--- config.mk ---
export PLATFORM = sky130hd
export DESIGN_NAME = tx_scrambler
export DESIGN_NICKNAME = d
export VERILOG_FILES = /design/src/rtl/tx_scrambler.sv
export SDC_FILE = /design/constraint.sdc
export NUM_CORES = 1
export LEC_CHECK = 0
export ABC_AREA = 1
export CORE_ASPECT_RATIO = 1.75
export CORE_UTILIZATION = 40
export CTS_CLUSTER_DIAMETER = 80
export DETAILED_ROUTE_END_ITERATION = 12
export REMOVE_ABC_BUFFERS = 1
export SETUP_SLACK_MARGIN = 0.1
export SKIP_LAST_GASP = 1
export SYNTH_ARGS = -nofsm -noshare
export SYNTH_HDL_FRONTEND = slang
export SYNTH_SLANG_ARGS = --single-unit
--- constraint.sdc ---
create_clock -name iClk -period 2.9 [get_ports iClk]
set_input_delay 0.435 -clock iClk [delete_from_list [all_inputs] [get_ports iClk]]
set_output_delay 0.435 -clock iClk [all_outputs]
set_load 0.02 [all_outputs]
--- src/rtl/tx_scrambler.sv ---
// 802.11-style x^7+x^4+1 TX scrambler with SERVICE/PSDU/tail/pad framing.
// Define TX_SCR_TAIL_ZERO_EN to force the 6 tail output bits to zero.
module tx_scrambler (
  input  logic        iClk,
  input  logic        iRst,
  input  logic        iStart,
  input  logic [6:0]  iSeed,
  input  logic [11:0] iLen,
  input  logic [8:0]  iPad,
  input  logic        iValid,
  input  logic        iData,
  output logic        oValid,
  output logic        oData,
  output logic        oBusy,
  output logic        oDone
);

  typedef enum logic [1:0] {
    IDLE,
    DATA,
    TAIL,
    PAD
  } state_e;

  localparam logic [6:0] SeedSub = 7'b1011101;

  state_e      state_q, state_d;
  logic [6:0]  lfsr_q, lfsr_d;
  logic [15:0] cnt_q, cnt_d;
  logic [11:0] len_q, len_d;
  logic [8:0]  pad_q, pad_d;
  logic        val_q, val_d;
  logic        dat_q, dat_d;
  logic        done_q, done_d;

  logic        acc;
  logic        fb;
  logic [15:0] data_end;
  logic [15:0] tail_end;
  logic [15:0] pad_end;

  // Bit indices of the last DATA, TAIL and PAD bit of the frame.
  assign data_end = 16'd15 + {1'b0, len_q, 3'b000};
  assign tail_end = data_end + 16'd6;
  assign pad_end  = tail_end + {7'd0, pad_q};

  assign acc = iValid && (state_q != IDLE);
  assign fb  = lfsr_q[6] ^ lfsr_q[3];

  always_comb begin
    state_d = state_q;
    lfsr_d  = lfsr_q;
    cnt_d   = cnt_q;
    len_d   = len_q;
    pad_d   = pad_q;
    val_d   = acc;
    done_d  = 1'b0;
`ifdef TX_SCR_TAIL_ZERO_EN
    dat_d   = acc && (state_q != TAIL) && (iData ^ fb);
`else
    dat_d   = acc && (iData ^ fb);
`endif
    if (acc) begin
      lfsr_d = {lfsr_q[5:0], fb};
      cnt_d  = cnt_q + 16'd1;
    end
    unique case (state_q)
      IDLE: begin
        if (iStart) begin
          state_d = DATA;
          lfsr_d  = (iSeed == 7'd0) ? SeedSub : iSeed;
          len_d   = iLen;
          pad_d   = iPad;
          cnt_d   = 16'd0;
        end
      end
      DATA: begin
        if (acc && cnt_q == data_end) state_d = TAIL;
      end
      TAIL: begin
        if (acc && cnt_q == tail_end) begin
          if (pad_q != 9'd0) begin
            state_d = PAD;
          end else begin
            state_d = IDLE;
            done_d  = 1'b1;
          end
        end
      end
      PAD: begin
        if (acc && cnt_q == pad_end) begin
          state_d = IDLE;
          done_d  = 1'b1;
        end
      end
      default: state_d = IDLE;
    endcase
  end

  always_ff @(posedge iClk) begin
    if (iRst) begin
      state_q <= IDLE;
      lfsr_q  <= 7'd0;
      cnt_q   <= 16'd0;
      len_q   <= 12'd0;
      pad_q   <= 9'd0;
      val_q   <= 1'b0;
      dat_q   <= 1'b0;
      done_q  <= 1'b0;
    end else begin
      state_q <= state_d;
      lfsr_q  <= lfsr_d;
      cnt_q   <= cnt_d;
      len_q   <= len_d;
      pad_q   <= pad_d;
      val_q   <= val_d;
      dat_q   <= dat_d;
      done_q  <= done_d;
    end
  end

  assign oValid = val_q;
  assign oData  = dat_q;
  assign oDone  = done_q;
  assign oBusy  = (state_q != IDLE);

endmodule

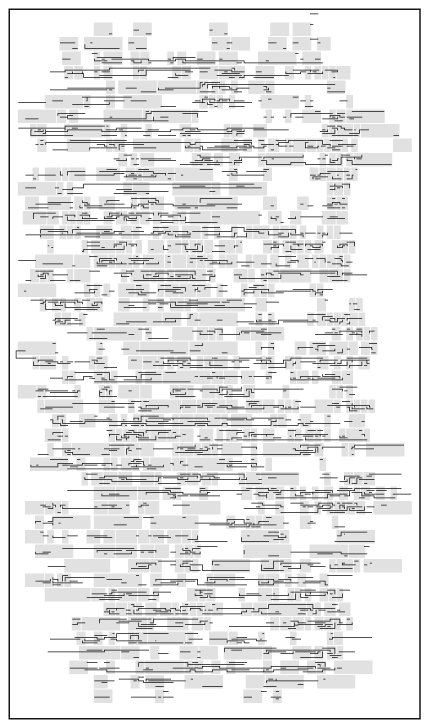
**Above:** signal wires on met1.
share of all routed wire: 38%
wire length on this layer: 4,220 microns
nets with wire on the layer: 719
longest straight run: 32.0 microns
main direction: horizontal

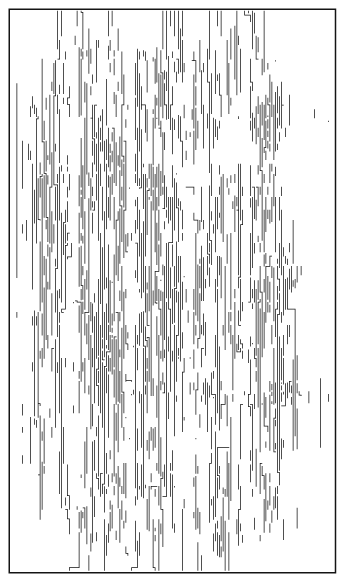
**Above:** signal wires on met2.
wire length on this layer: 6,150 microns
longest straight run: 45.9 microns
final wirelength: 11.1 mm
fraction of met2 tracks used by global routing: 43.0%

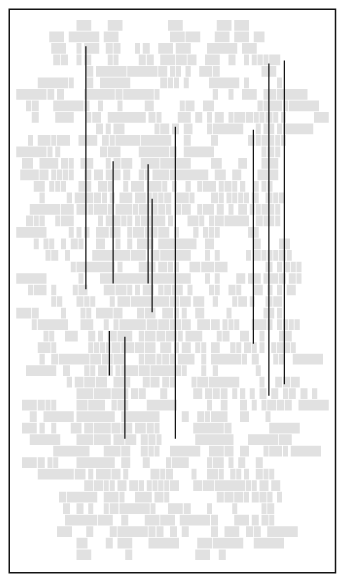
**Above:** the metal 4 layer.
main direction: vertical
wire length on this layer: 452 microns

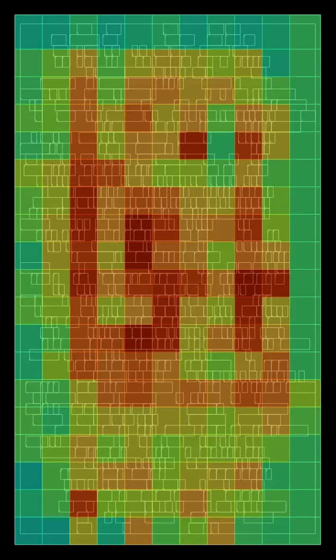
**Above:** routing congestion map.
met3 demand-to-capacity share in global routing: 1.93%
Core Util, Final: 55.0%
average wire per cell in the routed design: 13.2 microns
busiest metal layer after global routing: met2
GRT Overall Usage: 22.4%

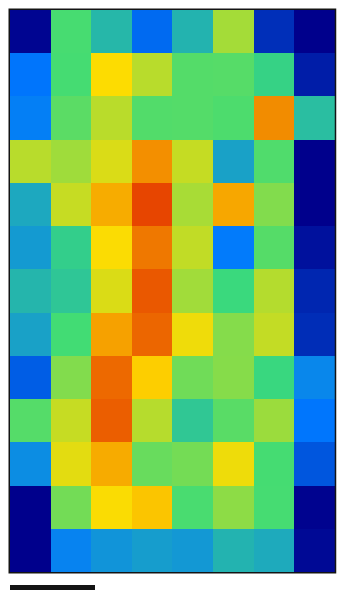
**Above:** placement density heat map.
The bar under the picture is 20 microns long. The die is cut into 8 by 13 equal tiles; dark blue is low, red is high, 0 to 100% covered.
mean over tiles: 50%
nearly empty tiles: 7.7%
fullest tile: 92%
tiles over 75% full: 14%
densest ninth of the die: center
core utilization before placement: 41.3%
core box area: 9470 sq um

==> ds_physical_params.txt <==
Implementation parameters

Parameter                              Value

Worst setup path
  Worst r2r src    len_q[1]
  Cell mode on critical path    sky130_fd_sc_hd__nand2_1
  Crit path arrival time    3.06 ns
  Nature of the critical path endpoint    flop
  Slowest CP cell    sky130_fd_sc_hd__dfxtp_4
  Endpoint required time on the critical path    3.09 ns

Detailed routing
  Length of the first detailed-routing pass in iterations    5
  Highest Signal Layer    met4
  DRC    0
  Length of routed met3 wiring    309 microns
  Metal1 wirelength    4.22 mm
  Vias after detailed routing    4,249
  Number of nets with antenna violations after routing    0

Power and ir drop
  Internal power contribution    0.00175 W
  Switching power summed over all nets    0.00129 W
  Group with the largest share of power    combinational cells
  Power in the clock group    0.000555 W
  Share of total power in combinational logic    51.3%
  Power Combinational    0.00156 W
  Seq group    0.000925 W
  Switching share of total power    42.4%
  Cell Pwr Density    583 nW/um^2

Synthesis
  Unique cell types    33
  Top cells by instance count after synthesis    178 x sky130_fd_sc_hd__nand2_1, 75 x sky130_fd_sc_hd__inv_1, 64 x sky130_fd_sc_hd__nand3_1
  Top_reg_cell synth    sky130_fd_sc_hd__dfxtp_1
  Flip-flops with a built-in enable    0
  Fraction of synthesized cell area taken by the top area cell type    25.1%
  Seq/Total Area, Yosys    25.1%
  Yosys warnings    0
  Area of the mapped netlist    3910 sq um
  Summed standard-cell area reported by yosys    3910 sq um
  Top-count cell post-synth    sky130_fd_sc_hd__nand2_1
  Share of synthesized area spent on multiplexers    0%

Hold path
  Worst Hold Path EP    pad_q[3]
  Hold wc startpoint    pad_q[3]

GRT
  Wire length of the first global-routing pass    18.3 mm
  Via count of the first global-routing pass    4,121

Floorplanning
  Top-Level Pins    37
  Die area    10,200 sq um
  Tap cell count    122

Timing
  Setup TNS Final    0 ns
  Final count of pins violating max slew    0
  Unrepaired setup endpoints after global routing    yes
  Setup clock skew after layout    0.00462 ns
  Setup slack of the critical path after layout    0.0264 ns
  Worst slew slack as a fraction of its limit    44.0%

Cells and area
  Ratio of cells with drive above 1 in the final layout    23.0%
  Fraction of area in multi-input gates    53.8%
  Non-clock buffer area fraction after layout    15.1%
  Area added between synthesis and finish    33.1%
  FF+latch area    990 sq um
  Top cell class by occupied area    multi-input combinational cells
  Sequential portion of the cell area    19.0%
  Top library cells by usage in the layout, fill and taps aside    164 x sky130_fd_sc_hd__nand2_1, 65 x sky130_fd_sc_hd__inv_1, 61 x sky130_fd_sc_hd__nand3_1
  Clock buf count    5
  Leading cell type in the layout, fill and taps excluded    sky130_fd_sc_hd__nand2_1

Placement
  Placement Setup Slack    -0.241 ns
  Instance count after placement with tap cells included    823

Clocking
  Clk_lat worst skew    0.29 ns
  TritonCTS Sinks    49
  TritonCTS clock tree    done
  Number of CTS-inserted buffers    5
  Number of gates resized after cts    63

Outcome
  Run status    completed
No activity file was given, so power comes from the tool's default toggle rates.
